### src/rtl/bubble_pkg.sv
// bubble_pkg: shared state encoding and fixed-point helpers for the bubble mover.
package bubble_pkg;
  typedef enum logic [1:0] {IDLE, MOVE, FREEZE, SPLIT} state_e;
  typedef logic signed [31:0] fx_t;
  function automatic fx_t to_fx(input logic [10:0] px, input int frac);
    return fx_t'({21'd0, px}) <<< frac;
  endfunction
  function automatic logic [10:0] from_fx(input fx_t v, input int frac);
    fx_t s;
    s = v >>> frac;
    return s[10:0];
  endfunction
endpackage

### src/rtl/bubble_bounce_calc.sv
// bubble_bounce_calc: one frame of motion with wall, floor and ceiling handling.
module bubble_bounce_calc
  import bubble_pkg::*;
#(
  parameter int FRAC_BITS     = 6,
  parameter int LEVEL_W       = 2,
  parameter int SIZE_BASE     = 8,
  parameter int SCREEN_W      = 640,
  parameter int FLOOR_Y       = 440,
  parameter int X_SPEED       = 64,
  parameter int GRAVITY       = 4,
  parameter int BOUNCE_V_BASE = 192,
  parameter int BOUNCE_V_STEP = 64,
  parameter int MAX_FALL      = 512
) (
  input  fx_t                x_i,
  input  fx_t                y_i,
  input  fx_t                xs_i,
  input  fx_t                ys_i,
  input  logic [LEVEL_W-1:0] level_i,
  output fx_t                x_o,
  output fx_t                y_o,
  output fx_t                xs_o,
  output fx_t                ys_o
);
  localparam fx_t XS = fx_t'(X_SPEED);
  localparam fx_t MF = fx_t'(MAX_FALL);
  fx_t size_fx, x_max, y_floor, bounce, nx, ny, ys_g;
  logic floor_hit;
  always_comb begin
    size_fx   = fx_t'(SIZE_BASE) <<< (32'(level_i) + 32'(FRAC_BITS));
    x_max     = (fx_t'(SCREEN_W) <<< FRAC_BITS) - size_fx;
    y_floor   = (fx_t'(FLOOR_Y) <<< FRAC_BITS) - size_fx;
    bounce    = fx_t'(BOUNCE_V_BASE) + fx_t'(BOUNCE_V_STEP) * fx_t'(level_i);
    nx        = x_i + xs_i;
    ny        = y_i + ys_i;
    ys_g      = (ys_i + fx_t'(GRAVITY) > MF) ? MF : ys_i + fx_t'(GRAVITY);
    floor_hit = (ny >= y_floor) && (ys_i > 0);
    x_o       = (nx < 0) ? '0 : (nx > x_max) ? x_max : nx;
    xs_o      = (nx < 0) ? XS : (nx > x_max) ? -XS : xs_i;
    y_o       = floor_hit ? y_floor : (ny < 0) ? '0 : ny;
    ys_o      = floor_hit ? -bounce : (ny < 0) ? '0 : ys_g;
  end
endmodule

### src/rtl/bubble_move.sv
// bubble_move: one bubble's launch/move/freeze/split lifecycle with fixed-point motion.
module bubble_move
  import bubble_pkg::*;
#(
  parameter int FRAC_BITS     = 6,
  parameter int LEVEL_W       = 2,
  parameter int SIZE_BASE     = 8,
  parameter int SCREEN_W      = 640,
  parameter int FLOOR_Y       = 440,
  parameter int X_SPEED       = 64,
  parameter int GRAVITY       = 4,
  parameter int BOUNCE_V_BASE = 192,
  parameter int BOUNCE_V_STEP = 64,
  parameter int MAX_FALL      = 512,
  parameter int FREEZE_FRAMES = 8
) (
  input  logic               clk,
  input  logic               reset,
  input  logic               startOfFrame,
  input  logic               launch,
  input  logic [10:0]        init_x,
  input  logic [10:0]        init_y,
  input  logic               init_dir,
  input  logic [LEVEL_W-1:0] init_level,
  input  logic               hit,
  input  logic               pause,
  output logic [10:0]        topLeftX,
  output logic [10:0]        topLeftY,
  output logic [10:0]        size,
  output logic [LEVEL_W-1:0] level,
  output logic               active,
  output logic               split_req,
  output logic               popped
);
  localparam int CW = $clog2(FREEZE_FRAMES + 1);
  localparam fx_t XS = fx_t'(X_SPEED);
  state_e state_q;
  fx_t x_q, y_q, xs_q, ys_q, x_d, y_d, xs_d, ys_d;
  logic [LEVEL_W-1:0] level_q;
  logic [CW-1:0] cnt_q;
  logic active_q, split_q, pop_q;
  logic step;
  assign step = startOfFrame && !pause;
  bubble_bounce_calc #(
    .FRAC_BITS(FRAC_BITS), .LEVEL_W(LEVEL_W), .SIZE_BASE(SIZE_BASE), .SCREEN_W(SCREEN_W),
    .FLOOR_Y(FLOOR_Y), .X_SPEED(X_SPEED), .GRAVITY(GRAVITY), .BOUNCE_V_BASE(BOUNCE_V_BASE),
    .BOUNCE_V_STEP(BOUNCE_V_STEP), .MAX_FALL(MAX_FALL)
  ) u_calc (
    .x_i(x_q), .y_i(y_q), .xs_i(xs_q), .ys_i(ys_q), .level_i(level_q),
    .x_o(x_d), .y_o(y_d), .xs_o(xs_d), .ys_o(ys_d)
  );
  always_ff @(posedge clk) begin
    if (reset) begin
      state_q  <= IDLE;
      x_q      <= '0;
      y_q      <= '0;
      xs_q     <= '0;
      ys_q     <= '0;
      level_q  <= '0;
      cnt_q    <= '0;
      active_q <= 1'b0;
      split_q  <= 1'b0;
      pop_q    <= 1'b0;
    end else begin
      split_q <= 1'b0;
      pop_q   <= 1'b0;
      case (state_q)
        IDLE: if (launch) begin
          x_q      <= to_fx(init_x, FRAC_BITS);
          y_q      <= to_fx(init_y, FRAC_BITS);
          xs_q     <= init_dir ? XS : -XS;
          ys_q     <= '0;
          level_q  <= init_level;
          active_q <= 1'b1;
          state_q  <= MOVE;
        end
        MOVE: if (hit) begin
          cnt_q   <= CW'(FREEZE_FRAMES);
          state_q <= FREEZE;
        end else if (step) begin
          x_q  <= x_d;
          y_q  <= y_d;
          xs_q <= xs_d;
          ys_q <= ys_d;
        end
        // pulses are set on entry so they are high exactly while in SPLIT
        FREEZE: if (cnt_q == '0) begin
          split_q  <= level_q != '0;
          pop_q    <= level_q == '0;
          active_q <= 1'b0;
          state_q  <= SPLIT;
        end else if (step) begin
          cnt_q <= cnt_q - 1'b1;
        end
        default: state_q <= IDLE;
      endcase
    end
  end
  assign topLeftX  = from_fx(x_q, FRAC_BITS);
  assign topLeftY  = from_fx(y_q, FRAC_BITS);
  assign size      = 11'(SIZE_BASE << level_q);
  assign level     = level_q;
  assign active    = active_q;
  assign split_req = split_q;
  assign popped    = pop_q;
endmodule

### config.mk
export PLATFORM = sky130hd
export DESIGN_NAME = bubble_move
export DESIGN_NICKNAME = d
export VERILOG_FILES = /design/src/rtl/bubble_pkg.sv /design/src/rtl/bubble_bounce_calc.sv /design/src/rtl/bubble_move.sv
export SDC_FILE = /design/constraint.sdc
export NUM_CORES = 1
export LEC_CHECK = 0
export CORE_ASPECT_RATIO = 0.9
export CORE_MARGIN = 2
export CORE_UTILIZATION = 56
export DETAILED_ROUTE_END_ITERATION = 8
export PLACE_DENSITY_LB_ADDON = 0.25
export SLEW_MARGIN = 40
export SYNTH_ARGS = -nofsm -noshare
export SYNTH_HDL_FRONTEND = slang
export SYNTH_SLANG_ARGS = --single-unit
### constraint.sdc
create_clock -name clk -period 7 [get_ports clk]
set_input_delay 1.4 -clock clk [delete_from_list [all_inputs] [get_ports clk]]
set_output_delay 1.4 -clock clk [all_outputs]
set_load 0.05 [all_outputs]
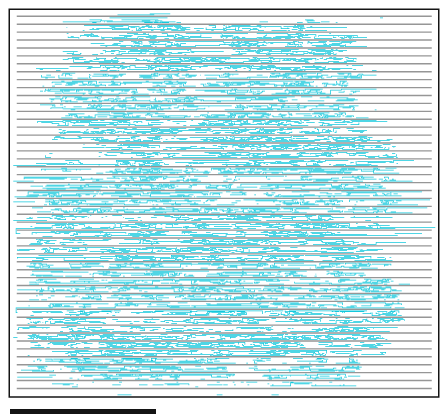
**Above:** metal 1.
Bar = 50 um. Supply wires on this layer in gray.
share of all routed wire = 46%
main direction = horizontal
longest straight run = 40.5 um

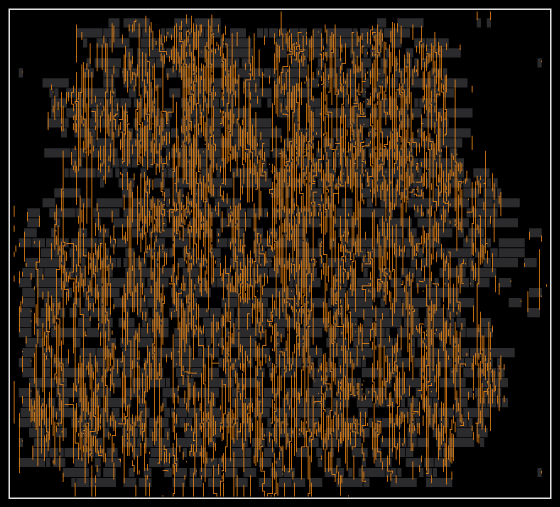
**Above:** the metal 2 layer.
wire length on this layer = 13100 um
longest straight run = 64.6 um
nets with wire on the layer = 1231

==> results_tabular.tex <==
% Yosys + OpenROAD metrics
\begin{tabular}{lr}
\hline
Metric & Value \\
\hline
\multicolumn{2}{l}{\textbf{Floorplanning}} \\
\quad Initial core utilization & 56.6\% \\
\quad Top-Level Pins & between 60 and 70 \\
\multicolumn{2}{l}{\textbf{Timing}} \\
\quad Final Hold Viols & 0 \\
\quad PnR worst setup slack & around 1000 ps \\
\quad Total Negative Setup Slacks & 0 ps \\
\quad Final setup fails & 0 \\
\quad Slew Viols, Final & 0 \\
\quad Hold\_ws & approximately 460 ps \\
\multicolumn{2}{l}{\textbf{Critical path}} \\
\quad Worst path top cell family by delay & AND-OR/OR-AND gates \\
\quad Data required time at the worst endpoint & slightly above 7000 ps \\
\multicolumn{2}{l}{\textbf{CTS}} \\
\quad TritonCTS Buffers & 9 \\
\quad Post-CTS Setup Bufs & 0 \\
\quad Register clock-pin slew on the reported worst setup and hold paths & $\sim$80 ps \\
\quad Post-CTS resize count & 0 \\
\quad Clock tree from TritonCTS & built \\
\multicolumn{2}{l}{\textbf{Layout}} \\
\quad Most numerous logic cells after layout & sky130\_fd\_sc\_hd\_\_ha\_1, sky130\_fd\_sc\_hd\_\_nor2\_1, sky130\_fd\_sc\_hd\_\_nand2\_1 \\
\quad Total area of sequential cells & 0.00208 mm\^{}2 \\
\quad Logic gate fraction of the total cell area & 67.0\% \\
\quad Largest cell class by area & logic gates \\
\quad Synth-to-layout area growth & 7.83\% \\
\quad Filler-free cell count of the finished design & 1584 \\
\quad Total number of nets in the final design & 1493 \\
\quad Final std cell area, no fill & about 0.011 mm\^{}2 \\
\quad Clock buffers & 11 \\
\quad Share of layout cells above drive strength 1 & under 10\% \\
\quad Comb. cell area & $\sim$0.0074 mm\^{}2 \\
\quad Util after Layout & 61.0\% \\
\multicolumn{2}{l}{\textbf{Synth}} \\
\quad Library cell with the highest instance count after synthesis & sky130\_fd\_sc\_hd\_\_ha\_1 \\
\quad Synth top cells by count & sky130\_fd\_sc\_hd\_\_ha\_1, sky130\_fd\_sc\_hd\_\_nor2\_1, sky130\_fd\_sc\_hd\_\_nand2\_1 \\
\quad Most used flip-flop cell after synthesis & sky130\_fd\_sc\_hd\_\_dfxtp\_1 \\
\quad Number of library cell types mapped by synthesis & 86 \\
\quad Warning count from the yosys run & 0 \\
\multicolumn{2}{l}{\textbf{GRT}} \\
\quad GRT met1 Usage & 44.1\% \\
\quad Routing usage on met2 & 47.4\% \\
\multicolumn{2}{l}{\textbf{Detailed routing}} \\
\quad Length of routed wiring on met1 & roughly 14 mm \\
\quad Antenna Nets Post-Route & 0 \\
\quad Routed WL & 30.9 mm \\
\quad Length of the first detailed-routing pass in iterations & 6 \\
\multicolumn{2}{l}{\textbf{Outcome}} \\
\quad Result of the run & completed \\
\multicolumn{2}{l}{\textbf{Place}} \\
\quad \# placed instances & 1567 \\
\multicolumn{2}{l}{\textbf{Worst hold path}} \\
\quad Min-Delay Path Class & flop to flop \\
\hline
\end{tabular}
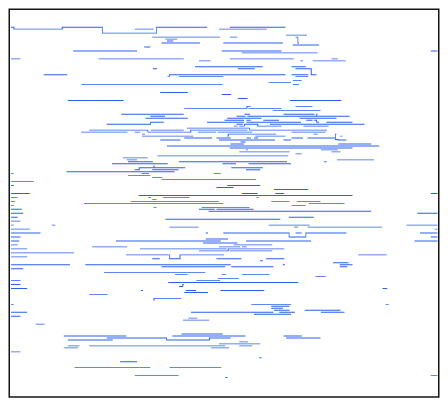
**Above:** met3 routing.
longest straight run = 73.1 um
main direction = horizontal

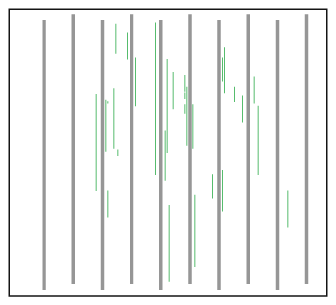
**Above:** M4 wires.
Supply wires on this layer in gray.
wire length on this layer = 588 um
main direction = vertical
nets with wire on the layer = 23
longest straight run = 70.7 um
share of all routed wire = 1.9%

-- cell families after synthesis --
kind of cell	count (synthesis)	synth area share [%]
xor+xnor	75	6.37
buf+inv	168	7.94
compound gates	397	26.7
other cells	2	0.0728
flops	104	20.2
mux	11	1.14
fa+ha+maj	128	15.6
simple gates	454	22.0
-- path summary, 6_finish.rpt --
check | cells after the start | end | slack, ps | from
hold / removal | 2 | x_q[24] | 460 | x_q[24]
setup / recovery | 21 | x_q[11] | 1010 | x_q[6]
hold reg to reg | 2 | x_q[24] | 460 | x_q[24]
setup reg to reg | 21 | x_q[11] | 1010 | x_q[6]
-- report_power, final --
part | switching [mW] | internal (mW)
Clock | 0.248 | 0.297
Sequential | 0.122 | 0.695
Combinational | 1.70 | 0.939
